==> run_1/clock_nets.png <==
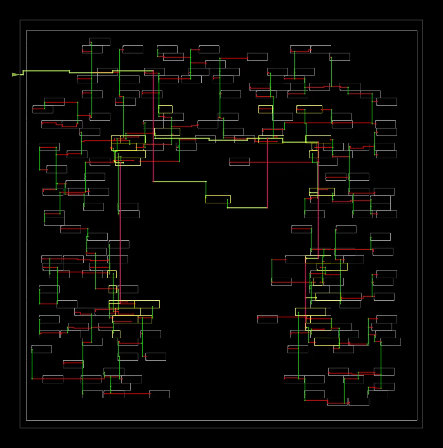
==> run_1/gates.png <==
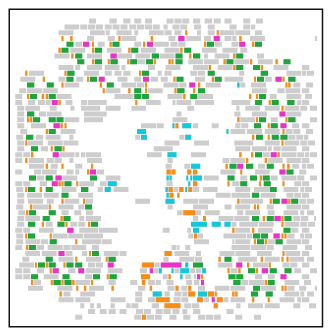
==> run_1/sizing.png <==
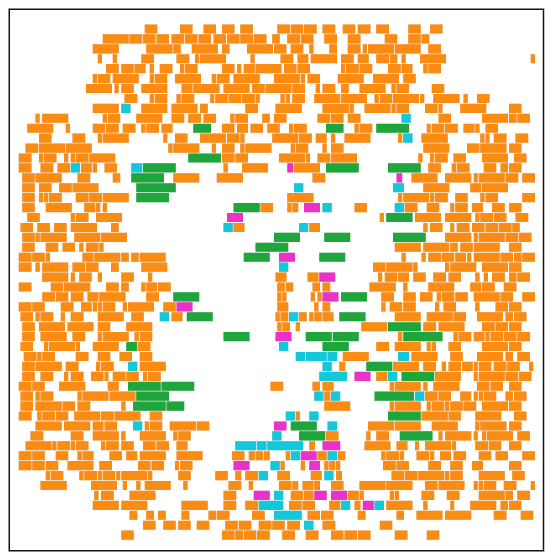
===== src/rtl/opb_regbank_pkg.sv =====
// Shared types and helpers for the OPB register bank: FSM encoding,
// register width, address-to-index and byte-enable-to-mask conversion.
package opb_regbank_pkg;

    localparam int REG_WIDTH = 32;

    typedef enum logic [1:0] {
        ST_IDLE = 2'b00,
        ST_ACK  = 2'b01,
        ST_WAIT = 2'b10
    } opb_state_t;

    // Word index inside the bank; the two byte-offset address bits drop out in the shift.
    function automatic logic [31:0] addr_to_index(input logic [31:0] addr,
                                                  input logic [31:0] base);
        return (addr - base) >> 2;
    endfunction

    // be[3] is OPB_BE[0], which covers the most significant user byte.
    function automatic logic [REG_WIDTH-1:0] be_to_mask(input logic [3:0] be);
        return {{8{be[3]}}, {8{be[2]}}, {8{be[1]}}, {8{be[0]}}};
    endfunction

endpackage


===== src/rtl/opb_reg_slice.sv =====
// One 32-bit byte-enabled control register with synchronous reset and a
// one-cycle strobe that follows every committed write.
module opb_reg_slice
    import opb_regbank_pkg::*;
#(
    parameter logic [REG_WIDTH-1:0] RESET_VAL = '0
) (
    input  logic                 clock,
    input  logic                 reset,
    input  logic                 wr_en,
    input  logic [REG_WIDTH-1:0] wr_data,
    input  logic [REG_WIDTH-1:0] wr_mask,
    output logic [REG_WIDTH-1:0] q,
    output logic                 wr_stb
);

    // The strobe fires even when the mask is empty and the value is unchanged.
    always_ff @(posedge clock) begin
        if (reset) begin
            q      <= RESET_VAL;
            wr_stb <= 1'b0;
        end else begin
            wr_stb <= wr_en;
            if (wr_en) begin
                q <= (q & ~wr_mask) | (wr_data & wr_mask);
            end
        end
    end

endmodule


===== src/rtl/opb_register_bank.sv =====
// OPB slave exposing C_NUM_REGS 32-bit registers, each either a read/write
// control register or a read-only status word supplied by user logic.
module opb_register_bank
    import opb_regbank_pkg::*;
#(
    parameter logic [31:0] C_BASEADDR   = 32'h0100_4000,
    parameter logic [31:0] C_HIGHADDR   = 32'h0100_40FF,
    parameter int          C_OPB_AWIDTH = 32,
    parameter int          C_OPB_DWIDTH = 32,
    parameter int          C_NUM_REGS   = 4,
    parameter logic [15:0] C_RO_MASK    = 16'h0000,
    parameter logic [31:0] C_RESET_VAL  = 32'h0
) (
    input  logic                          OPB_Clk,
    input  logic                          OPB_Rst,
    input  logic [0:C_OPB_AWIDTH-1]       OPB_ABus,
    input  logic [0:3]                    OPB_BE,
    input  logic [0:C_OPB_DWIDTH-1]       OPB_DBus,
    input  logic                          OPB_RNW,
    input  logic                          OPB_select,
    input  logic                          OPB_seqAddr,
    output logic [0:C_OPB_DWIDTH-1]       Sl_DBus,
    output logic                          Sl_xferAck,
    output logic                          Sl_errAck,
    output logic                          Sl_retry,
    output logic                          Sl_toutSup,
    output logic [C_NUM_REGS*32-1:0]      user_data_out,
    input  logic [C_NUM_REGS*32-1:0]      user_data_in,
    output logic [C_NUM_REGS-1:0]         user_wr_stb
);

    opb_state_t           state_q;
    opb_state_t           state_next;
    logic [31:0]          addr;
    logic [31:0]          idx;
    logic                 idx_valid;
    logic                 hit;
    logic                 take;
    logic [REG_WIDTH-1:0] wr_data;
    logic [REG_WIDTH-1:0] wr_mask;
    logic [C_NUM_REGS-1:0] wr_en;
    logic [REG_WIDTH-1:0] reg_q [C_NUM_REGS];
    logic [REG_WIDTH-1:0] rd_sel;
    logic [REG_WIDTH-1:0] rd_q;
    logic                 unused_inputs;

    assign unused_inputs = OPB_seqAddr;

    assign addr      = OPB_ABus;
    assign idx       = addr_to_index(addr, C_BASEADDR);
    assign idx_valid = idx < 32'(C_NUM_REGS);
    assign hit       = OPB_select && (addr >= C_BASEADDR) && (addr <= C_HIGHADDR);
    assign take      = (state_q == ST_IDLE) && hit;
    assign wr_data   = OPB_DBus;
    assign wr_mask   = be_to_mask(OPB_BE);

    always_ff @(posedge OPB_Clk) begin
        if (OPB_Rst) begin
            state_q <= ST_IDLE;
        end else begin
            state_q <= state_next;
        end
    end

    // WAIT absorbs a master that keeps select high, so one select gets one ack.
    always_comb begin
        state_next = state_q;
        case (state_q)
            ST_IDLE: if (hit) state_next = ST_ACK;
            ST_ACK:  state_next = ST_WAIT;
            ST_WAIT: if (!OPB_select) state_next = ST_IDLE;
            default: state_next = ST_IDLE;
        endcase
    end

    always_comb begin
        wr_en  = '0;
        rd_sel = '0;
        for (int i = 0; i < C_NUM_REGS; i++) begin
            if (idx_valid && (idx == 32'(i))) begin
                if (take && !OPB_RNW && !C_RO_MASK[i]) begin
                    wr_en[i] = 1'b1;
                end
                rd_sel = C_RO_MASK[i] ? user_data_in[i*32 +: 32] : reg_q[i];
            end
        end
    end

    // Read data is captured on the edge entering ACK, so RO status is a snapshot.
    always_ff @(posedge OPB_Clk) begin
        if (OPB_Rst) begin
            rd_q <= '0;
        end else begin
            rd_q <= (take && OPB_RNW) ? rd_sel : '0;
        end
    end

    for (genvar g = 0; g < C_NUM_REGS; g++) begin : g_reg
        if (C_RO_MASK[g]) begin : g_ro
            assign reg_q[g]       = '0;
            assign user_wr_stb[g] = 1'b0;
        end else begin : g_rw
            opb_reg_slice #(
                .RESET_VAL (C_RESET_VAL)
            ) u_slice (
                .clock   (OPB_Clk),
                .reset   (OPB_Rst),
                .wr_en   (wr_en[g]),
                .wr_data (wr_data),
                .wr_mask (wr_mask),
                .q       (reg_q[g]),
                .wr_stb  (user_wr_stb[g])
            );
        end
        assign user_data_out[g*32 +: 32] = reg_q[g];
    end

    assign Sl_xferAck = (state_q == ST_ACK);
    assign Sl_DBus    = (state_q == ST_ACK) ? rd_q : '0;
    assign Sl_errAck  = 1'b0;
    assign Sl_retry   = 1'b0;
    assign Sl_toutSup = 1'b0;

endmodule


===== config.mk =====
export PLATFORM = sky130hd
export DESIGN_NAME = opb_register_bank
export DESIGN_NICKNAME = d
export VERILOG_FILES = /design/src/rtl/opb_regbank_pkg.sv /design/src/rtl/opb_reg_slice.sv /design/src/rtl/opb_register_bank.sv
export SDC_FILE = /design/constraint.sdc
export NUM_CORES = 1
export LEC_CHECK = 0
export CORE_AREA = 2 2 144 146
export DETAILED_ROUTE_END_ITERATION = 16
export DIE_AREA = 0 0 146 148
export PLACE_DENSITY = 0.72
export SYNTH_ARGS = -nofsm -noshare
export SYNTH_HDL_FRONTEND = slang
export SYNTH_SLANG_ARGS = --single-unit

===== constraint.sdc =====
create_clock -name OPB_Clk -period 3.09 [get_ports OPB_Clk]
set_input_delay 0.7725 -clock OPB_Clk [delete_from_list [all_inputs] [get_ports OPB_Clk]]
set_output_delay 0.7725 -clock OPB_Clk [all_outputs]
set_load 0.01 [all_outputs]

==> results.toml, run 1 <==
# flow metrics
[status]
status = "completed"

[logic_synthesis]
netlist_instances = 693
ys_seq_share_pct = 47.7
synth_warnings = 0
top_area_share_pct = 47.7
edf_count = 0
synth-main-ff-cell = "dfxtp_1"

[detailed_routing]
wl_met1_um = 9660
routed_via_density = 5.04
num_vias = 6172
wl_met2_um = 10200
routed.top_layer = "met4"

[global_routing]
grt_pass1_wl_um = 33700

[final_timing]
drv_slew = 0
final-setup-viol-count = 0
timing.fmax_mhz = 354
period_minus_slack_ps = 2830
whs_ps = 526
finalClockPeriodUsage_pct = 91.4

[job]
cap_viol_max_count = 0
tool_warnings = 157

[layout]
final_nets = 1143
antennaDiodeCount = 0
drive_gt1_share_pct = 11.0

[floorplan]
fp.dieH_um = 148
row_count = 52
fp_util_pct = 34.8
die_w_um = 146

[clock_network]
cts_tree = "built"
post-cts-setup-buffer-count = 0
worstSkewPairLatency_ps = 420
htreeDepth = 4

[setup_path]
end_kind = "primary output"
slowest_stage = "clkdlybuf4s50_1"
cp.required_ps = 2320
cp_num_buf_inv = 2
cp.arrival_ps = 2050
crit_type = "flop to primary output"

[power_and_ir_drop]
peakVddDrop_v = 0.000413

[hold_path]
min_path_type = "flop to flop"

[place]
port_buffers = 234
Back to the opening pictures, clock_nets.png:
Clock Skew: 8.82 ps
clock-net power: 2220 uW
Num CTS Buffers: 17
clock sink count: 166
Flops: 166

Back to the opening pictures, gates.png:
color	family	cells
green	mux cells	129
orange	nor cells	194
magenta	aoi and oai cells	37
cyan	nand cells	33
most frequent logic cell in the layout: clkdlybuf4s50_1
final cell count without fillers: 1224
logic share of the area: 31.9%

Back to the opening pictures, sizing.png:
color	size	cells
orange	x1 and smaller	849
magenta	x2	19
green	x6 and larger	41
cyan	x3 and x4	45
buffers outside the clock class: 284
Finished Cell Area: 10600 um^2
area grow syn2layout: 51.8%
worst setup margin: 265 ps

-- run 1: power breakdown --
part / switching, uW / leakage [uW] / total [uW] / internal [uW]
combinational: 139 / 0.00293 / 276 / 137
clock: 880 / 0.000296 / 2220 / 1340
sequential: 0.000000761 / 0.00134 / 2140 / 2140
-- run 1: cells by family (layout without fill, tap and decap cells) --
family / after synthesis / after routing / synth area share [%]
AND/OR/NAND/NOR: 266 / 266 / 19.7
flip-flops: 166 / 166 / 47.7
multiplexers: 129 / 129 / 18.6
AND-OR/OR-AND: 71 / 71 / 9.53
buffers and inverters: 58 / 317 / 4.18
XOR/XNOR: 2 / 2 / 0.251
other: 1 / 3 / 0.0538
-- run 1: metrics by stage --
stage	utilization (%)	total power [uW]	instance area (um^2)	setup TNS [ps]
after floorplan	-	2300	6980	0
after global placement	49.7	2460	9960	-278
after detailed placement	49.7	2460	9960	-1000
after CTS	52.8	4670	10600	0
after global routing	52.8	4770	10600	0
final	52.8	4630	10600	0
-- run 1: worst min-delay path: cells and delay by family, from the launching register on --
kind,cells,cell delay [ps]
flip-flops,1,340
AND/OR/NAND/NOR,1,70
multiplexers,1,80
-- run 1: path summary, 6_finish.rpt --
kind | from | end | slack, ps | cells after the start
setup / recovery | state_q[0] | Sl_DBus[21] | 260 | 4
hold / removal | flop | flop | 530 | 2
setup reg to reg | state_q[0] | flop | 970 | 8
hold reg to reg | flop | flop | 530 | 2
-- run 1: layout make-up --
cell class | count | area [um^2]
clock inverter | 10 | 145
tap | 270 | 338
inverter | 2 | 7.51
timing repair buffer | 284 | 2920
sequential | 166 | 3320
clock buffer | 21 | 470
multi-input combinational | 471 | 3370
fill | 1829 | 9460
-- run 1: layer usage --
layer	track usage [%]	up-vias
met5	0	-
met2	32.8	235
li1	-	2968
met4	6.26	0
met1	25.3	2945
met3	5.77	24
==> run 2, diff against run 1 <==
Settings changed: CTS_CLUSTER_SIZE set to 40.
==> run_2/class_map.png <==
Bar = 50 um. Fill, decap, tap and diode cells in gray.
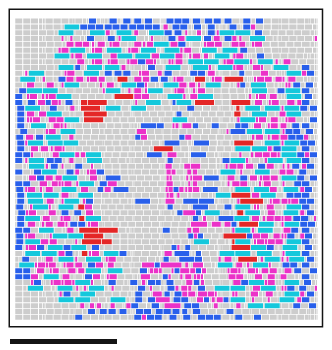
color	class	cells	share of their area
cyan	registers	166	32%
magenta	remaining logic cells	473	33%
red	clock drivers and dummy loads	31	6.0%
blue	remaining buffers and delay cells	284	29%
flop share of the area: 31.4%
cell row count: 52
Post-Route Utilization: 52.8%
core box area: 20000 um^2

==> run_2/sizing.png <==
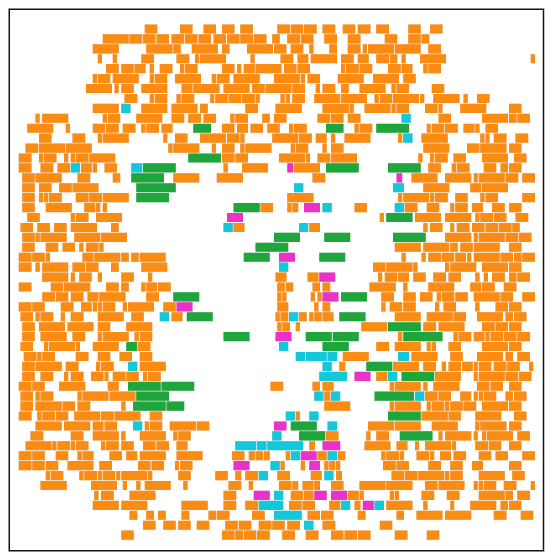
color	size	cells
green	x6 and larger	41
magenta	x2	19
orange	x1 and smaller	849
cyan	x3 and x4	45

==> run 2 against run 1 <==
Against the previous run:
- worst hold slack did not move
- synthesized area did not move
- non-clock buffer count did not move
- power did not move
- clock skew did not move
- wire length did not move
- cell area did not move
- flip-flop count did not move
- sequential share of layout area did not move
- via count did not move
- critical path type unchanged
- critical endpoint unchanged
- highest routed layer unchanged
==> results.toml, run 2 <==
# flow metrics
[status]
status = "completed"

[logic_synthesis]
ys_seq_share_pct = 47.7
ys_sh_aoi_pct = 9.53
top_area_share_pct = 47.7
logic_family = "simple AND/OR/NAND/NOR gates"
netlist_instances = 693
synth.cellmix.adderShare_pct = 0
ys_sh_simple_pct = 19.7

[final_timing]
period_minus_slack_ps = 2830
final-setup-viol-count = 0
drv_slew = 0
timing.fmax_mhz = 354
finalClockPeriodUsage_pct = 91.4
whs_ps = 526
skew_ps = 8.82

[power_and_ir_drop]
power_frac_seq_pct = 46.2
internal_power_uw = 3610
peakVddDrop_v = 0.000413
pwr-share-clk_pct = 47.9

[job]
tool_warnings = 157
cap_viol_max_count = 0

[place]
dpl_cell_area_um2 = 9960

[clock_network]
post-cts-setup-buffer-count = 0
htreeDepth = 4
cts_made_buffers = 17
cts_tree = "built"

[layout]
final_cell_area_um2 = 10600
fillers = 1829
layout.cells.non_filler = 1224

[detailed_routing]
num_vias = 6172

[setup_path]
end_kind = "primary output"
crit_type = "flop to primary output"
==> run_2/m2.png <==
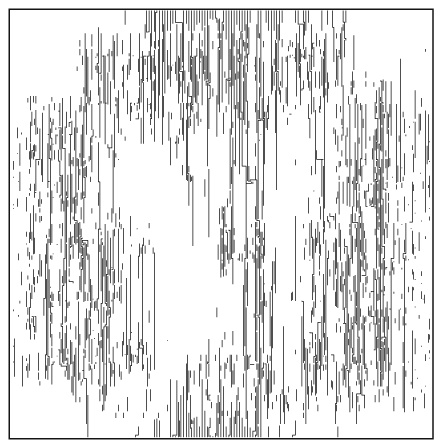
nets with wire on the layer	861
wire length on this layer	10200 um
longest straight run	62.6 um
main direction	vertical

==> run 2: cell counts in the layout (fill, tap and decap cells not counted) <==
Identical to the previous run, type by type.
==> run 2: stage by stage <==
step | setup TNS (ps) | util, % | total power (uW)
6_report | 0 | 52.8 | 4630
4_1_cts | 0 | 52.8 | 4670
5_1_grt | 0 | 52.8 | 4770
2_1_floorplan | 0 | - | 2300
3_5_place_dp | -1000 | 49.7 | 2460
3_3_place_gp | -278 | 49.7 | 2460
==> run 2: worst max-delay path: cells and delay by family (launching register included) <==
family	cells	cell delay, ps
DFF	1	360
and+or+nand+nor	2	370
buffers and inverters	2	890
==> run 2: cell type report <==
cell class / instances / share of cell area, %
sequential: 166 / 31.4
tap: 270 / 3.19
clock buffer: 21 / 4.45
inverter: 2 / 0.0710
timing repair buffer: 284 / 27.6
multi-input combinational: 471 / 31.9
clock inverter: 10 / 1.37
==> run 2: routing by layer <==
metal | vias to the layer above | track usage [%] | part of all wire [%]
li1 | 2968 | - | -
met1 | 2945 | 25.3 | 44
met2 | 235 | 32.8 | 46
met3 | 24 | 5.77 | 8.3
met4 | 0 | 6.26 | 1.5
met5 | - | 0 | 0
==> run 2: power groups by stage <==
stage	Clock (uW)	Combinational, uW	Sequential [uW]
final	2220	276	2140
after floorplan	0	114	2190
after CTS	2250	277	2140
after global placement	0	274	2190
after global routing	2340	297	2140
after detailed placement	0	275	2190
==> run 2: worst paths after layout <==
| path | endpoint | slack, ps | cells after the start | from |
|---|---|---|---|---|
| max | Sl_DBus[21] | 260 | 4 | state_q[0] |
| min | flop | 530 | 2 | flop |
| max reg2reg | flop | 970 | 8 | state_q[0] |
| min reg2reg | flop | 530 | 2 | flop |
Power and IR drop assume default switching activity.
